--- src/rtl/ddr4_reset_n_seq.sv ---
// DDR4 RESET_N / CKE power-up sequencer feeding a 4:1 RESET_N output IOD.
// Define DDR4_RESET_DELAY_TRIM_EN to build the DONE-state delay-line trim handshake.
module ddr4_reset_n_seq #(
   parameter int HOLD_CYC = 33334,
   parameter int CKE_CYC  = 83334,
   parameter int LOAD_CYC = 4,
   parameter int CNT_W    = 20
) (
   input  logic       FAB_CLK,
   input  logic       ARST,
   input  logic       START,
   input  logic       DELAY_LINE_OUT_OF_RANGE,
   input  logic       TRIM_REQ,
   input  logic       TRIM_DIR,
   output logic [3:0] TX_DATA,
   output logic [3:0] OE_DATA,
   output logic       DELAY_LINE_LOAD,
   output logic       DELAY_LINE_MOVE,
   output logic       DELAY_LINE_DIRECTION,
   output logic       TRIM_ACK,
   output logic       TRIM_ERR,
   output logic       CKE_EN,
   output logic       INIT_DONE
);

   typedef enum logic [2:0] {
      S_IDLE,
      S_LOAD,
      S_HOLD,
      S_WAIT_CKE,
      S_DONE
   } state_t;

   localparam logic [CNT_W-1:0] LOAD_LAST = CNT_W'(LOAD_CYC - 1);
   localparam logic [CNT_W-1:0] HOLD_LAST = CNT_W'(HOLD_CYC - 1);
   localparam logic [CNT_W-1:0] CKE_LAST  = CNT_W'(CKE_CYC - 1);

   state_t           state_q, state_d;
   logic [CNT_W-1:0] timer_q, timer_d;
   logic [3:0]       tx_q, tx_d;
   logic [3:0]       oe_q, oe_d;
   logic             load_q, load_d;
   logic             cke_q, cke_d;
   logic             done_q, done_d;
   logic             move_q, move_d;
   logic             dir_q, dir_d;
   logic             ack_q, ack_d;
   logic             err_q, err_d;
   logic             load_entry;

   always_comb begin
      state_d = state_q;
      case (state_q)
         S_IDLE:     if (START) state_d = S_LOAD;
         S_LOAD:     if (timer_q == LOAD_LAST) state_d = S_HOLD;
         S_HOLD:     if (timer_q == HOLD_LAST) state_d = S_WAIT_CKE;
         S_WAIT_CKE: begin
            if (START)                     state_d = S_LOAD;
            else if (timer_q == CKE_LAST)  state_d = S_DONE;
         end
         S_DONE:     if (START) state_d = S_LOAD;
         default:    state_d = S_IDLE;
      endcase
   end

   assign load_entry = (state_d == S_LOAD) && (state_q != S_LOAD);

   // Timer only runs in the timed states and restarts from zero on every entry.
   always_comb begin
      timer_d = '0;
      if ((state_d == state_q) &&
          ((state_q == S_LOAD) || (state_q == S_HOLD) || (state_q == S_WAIT_CKE)))
         timer_d = timer_q + CNT_W'(1);
   end

   always_comb begin
      tx_d = tx_q;
      case (state_d)
         S_IDLE, S_HOLD:     tx_d = 4'h0;
         S_WAIT_CKE, S_DONE: tx_d = 4'hF;
         default:            tx_d = tx_q;
      endcase
      oe_d   = {4{state_d != S_IDLE}};
      load_d = (state_d == S_LOAD);
      cke_d  = (state_d == S_DONE);
      done_d = (state_d == S_DONE);
   end

`ifdef DDR4_RESET_DELAY_TRIM_EN
   logic trim_fire;

   // START in DONE takes priority over a pending trim request.
   always_comb begin
      trim_fire = (state_q == S_DONE) && !START && TRIM_REQ && !ack_q;
      ack_d     = trim_fire;
      move_d    = trim_fire && !DELAY_LINE_OUT_OF_RANGE;
      dir_d     = trim_fire ? TRIM_DIR : dir_q;
      err_d     = err_q | (trim_fire & DELAY_LINE_OUT_OF_RANGE);
      if (load_entry)
         err_d = 1'b0;
   end
`else
   logic unused_trim_inputs;

   assign unused_trim_inputs = ^{TRIM_REQ, TRIM_DIR, DELAY_LINE_OUT_OF_RANGE, load_entry};

   always_comb begin
      ack_d  = 1'b0;
      move_d = 1'b0;
      dir_d  = 1'b0;
      err_d  = 1'b0;
   end
`endif

   always_ff @(posedge FAB_CLK or posedge ARST) begin
      if (ARST) begin
         state_q <= S_IDLE;
         timer_q <= '0;
         tx_q    <= 4'h0;
         oe_q    <= 4'h0;
         load_q  <= 1'b0;
         cke_q   <= 1'b0;
         done_q  <= 1'b0;
         move_q  <= 1'b0;
         dir_q   <= 1'b0;
         ack_q   <= 1'b0;
         err_q   <= 1'b0;
      end else begin
         state_q <= state_d;
         timer_q <= timer_d;
         tx_q    <= tx_d;
         oe_q    <= oe_d;
         load_q  <= load_d;
         cke_q   <= cke_d;
         done_q  <= done_d;
         move_q  <= move_d;
         dir_q   <= dir_d;
         ack_q   <= ack_d;
         err_q   <= err_d;
      end
   end

   assign TX_DATA              = tx_q;
   assign OE_DATA              = oe_q;
   assign DELAY_LINE_LOAD      = load_q;
   assign DELAY_LINE_MOVE      = move_q;
   assign DELAY_LINE_DIRECTION = dir_q;
   assign TRIM_ACK             = ack_q;
   assign TRIM_ERR             = err_q;
   assign CKE_EN               = cke_q;
   assign INIT_DONE            = done_q;

endmodule

--- config.mk ---
export PLATFORM = sky130hd
export DESIGN_NAME = ddr4_reset_n_seq
export DESIGN_NICKNAME = d
export VERILOG_FILES = /design/src/rtl/ddr4_reset_n_seq.sv
export SDC_FILE = /design/constraint.sdc
export NUM_CORES = 1
export LEC_CHECK = 0
export CAP_MARGIN = 30
export CORE_MARGIN = 1.5
export CORE_UTILIZATION = 45
export DETAILED_ROUTE_END_ITERATION = 10
export PLACE_DENSITY_LB_ADDON = 0.08
export SYNTH_ARGS = -nofsm -noshare
export SYNTH_HDL_FRONTEND = slang
export SYNTH_SLANG_ARGS = --single-unit
--- constraint.sdc ---
create_clock -name FAB_CLK -period 6.65 [get_ports FAB_CLK]
set_clock_uncertainty 0.15 [all_clocks]
set_input_delay 1.33 -clock FAB_CLK [delete_from_list [all_inputs] [get_ports FAB_CLK]]
set_output_delay 1.33 -clock FAB_CLK [all_outputs]
set_load 0.05 [all_outputs]
### Placement by cell class

(4 px per um)
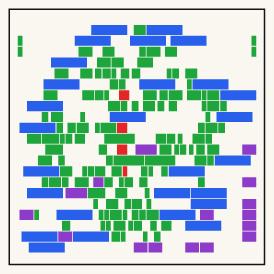
[red] clock drivers and dummy loads | cells: 4
[blue] sequential cells | cells: 27
[green] combinational and other logic | cells: 128
[purple] remaining buffers and delay cells | cells: 16

### Routed clock nets over the placement

(8 px per um)
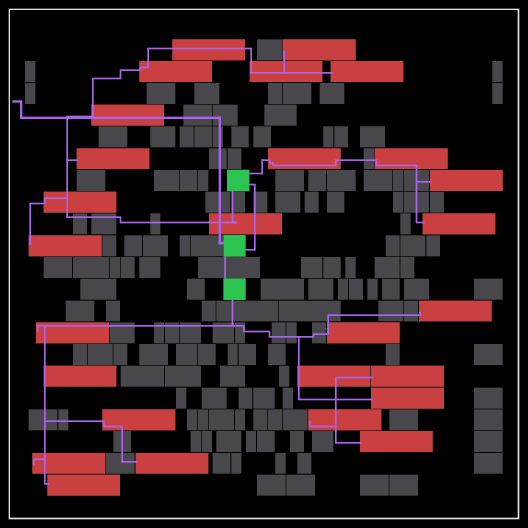
[red] flip-flops | count: 27
[purple] clock wires | length: 333 um
[green] clock drivers | count: 3
flops lie: all over the die
routed clock nets: 4
clock share of power: 13.3%
Clk power: 0.0000708 W

### Wires at chosen ports, followed through buffers

(8 px per um)
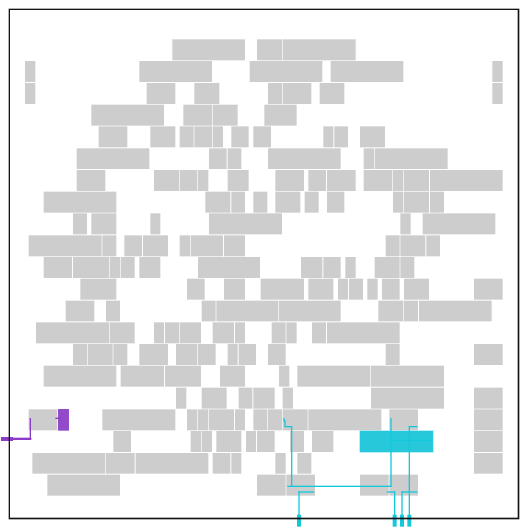
[cyan] `TX_DATA` | direction: output | end cells: 1 | buffers: 4 | wire: 61.1 um
[purple] `ARST` | direction: input | end cells: 1 | buffers: 1 | wire: 5.30 um
num ports: 21
Buffers on Ports: 13

### Signal wires on met3

(6 px per um) Cells faint in the background.
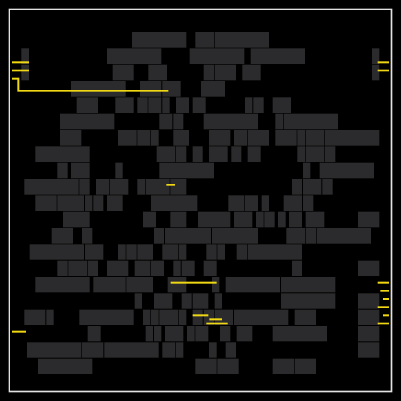
share of all routed wire: 2.0%
main direction: horizontal

==> per-stage QoR <==
| step | power (W) | area, um2 | hold slack [ns] | utilization, % | setup slack [ns] |
|---|---|---|---|---|---|
| 2_1_floorplan | 0.000419 | 1660 | 0.342 | - | 4.23 |
| 3_3_place_gp | 0.000461 | 1740 | 0.376 | 51.0 | 3.11 |
| 3_5_place_dp | 0.000464 | 1760 | 0.369 | 51.4 | 3.04 |
| 4_1_cts | 0.000535 | 1780 | 0.394 | 52.2 | 3.40 |
| 5_1_grt | 0.000568 | 1800 | 0.413 | 52.6 | 3.51 |
| 6_report | 0.000533 | 1800 | 0.387 | 52.6 | 3.59 |
==> report_power, final <==
group	switching, W	internal, W	leakage (nW)
Clock	0.0000474	0.0000234	0.0150
Combinational	0.000168	0.0000863	0.341
Sequential	0.0000235	0.000184	0.358
==> flow_summary_export.csv <==
group,metric,value,unit
placement,dp_hpwl,2280,um
route,met2_length,1400,um
grt,grt_pass1_vias,1140,
worst_setup_path,path_cells,"clkdlybuf4s50_1",
final_layout,clock_cell_area_share,1.46,%
final_layout,reg_top3,"timer_q (20), state_q (3)",
synth,ys_sh_aoi,7.91,%
die,die_width,63.5,um
grt,grt_max_degree,21,
final_layout,ff_count,27,
final_timing,fmax,327,MHz
worst_setup_path,slowest_delay,0.83,ns
pwr,p_leak,0.714,nW
worst_setup_path,critical_path_arrival,1.58,ns
die,core-area,3420,um2
clock_network,postCtsSetupRepairBufs,0,
final_timing,slew_violations,0,
grt,top_usage_layer,"met1",
min_path,hold_depth,1,
synth,adder_share,1.52,%
final_timing,period_used_share,46.0,%
route,topRoutingLayerUsed,"met4",
final_layout,buffer_area_share,9.33,%
route,post_drt_wl_per_cell,14.0,um
worst_setup_path,crit_end,"TX_DATA[3]",
grt,grt_pass1_wl,5570,um
synth,synthTopCellsByArea,"dfrtp_1, xnor2_1, nor3_2",
route,drtAntennaViolNets,0,
status,outcome,"finished clean",
die,die_area,4030,um2
die,num_tap_cells,46,
final_timing,maxSlewHeadroom,62.0,%
min_path,hold_path_class,"flop to flop",
final_timing,hold_violations,0,
worst_setup_path,worstRegToRegCells,6,
worst_setup_path,cp.buffers_inverters,1,
grt,grt_usage,17.3,%
final_layout,n_fill_cell,322,
final_layout,lay_top_count,"dfrtp_1",
route,met1_length,1610,um
final_layout,seq_share,37.6,%
worst_setup_path,r2r_start,"timer_q[5]",
clock_network,clock_path_buffers,2,
synth,async_flop_share,100,%
synth,ys_seq_share,41.1,%
route,routed_wl,3090,um
worst_setup_path,cp_max_fo,5,
final_layout,inverters,9,
min_path,min_to,"timer_q[0]",
route,met3_length,61,um
worst_setup_path,slowest_stage,"clkdlybuf4s50_1",
worst_setup_path,reg2reg_setup_slack,4.07,ns
clock_network,worst_skew_pair.late_latency,0.32,ns
final_layout,largest_reg_flops,20,
synth,synthSimpleGateAreaFrac,30.5,%
grt,antenna_found_initial,0,
synth,logic_family,"simple AND/OR/NAND/NOR gates",
synth,synth_stat.cells,167,
worst_setup_path,criticalPathCategory,"flop to output pin",
worst_setup_path,crit-reg2reg-capture,"timer_q[2]",
synth,synthesis.area,1650,um2
final_layout,layout-drive-gt1-share,14.3,%
grt,met1_usage,26.5,%
synth,synth_flop_count,27,
final_layout,combGateArea,836,um2
die,row_count,21,
worst_setup_path,startpoint_type,"flop",
synth,synth.top_cell.area_share,41.1,%
run,drv_cap,0,
synth,edf_count,0,
clock_network,htreeDepth,1,
clock_network,cts-root-buf,"clkbuf_4",
final_layout,n_clock_buffer,4,
route,dr.pass1.iters,4,
run,warnings,30,
placement,place.gp.congestion,0.895,
grt,use_met2,25.9,%
synth,synthCells,167,
synth,yosysChipArea,1650,um2
final_timing,rsz0062_at_grt,"no",
synth,most_common_cell,"dfrtp_1",
final_layout,logic_gates,119,
synth,synth_cell_types,39,
grt,grtUsageMet3,2.14,%
final_layout,lay_top_cells,"dfrtp_1, nor3_1, clkdlybuf4s50_1",
die,initial_utilization,48.2,%
worst_setup_path,cp.required,5.17,ns
worst_setup_path,critPathCaptureType,"output pin",
synth,top_cells_by_count,"dfrtp_1, nor3_1, buf_4, xnor2_1, nand2_1",
clock_network,cts_buffers,3,
final_layout,final_nets,184,
synth,xor_area_share,9.58,%
No activity file was given, so power comes from the tool's default toggle rates.
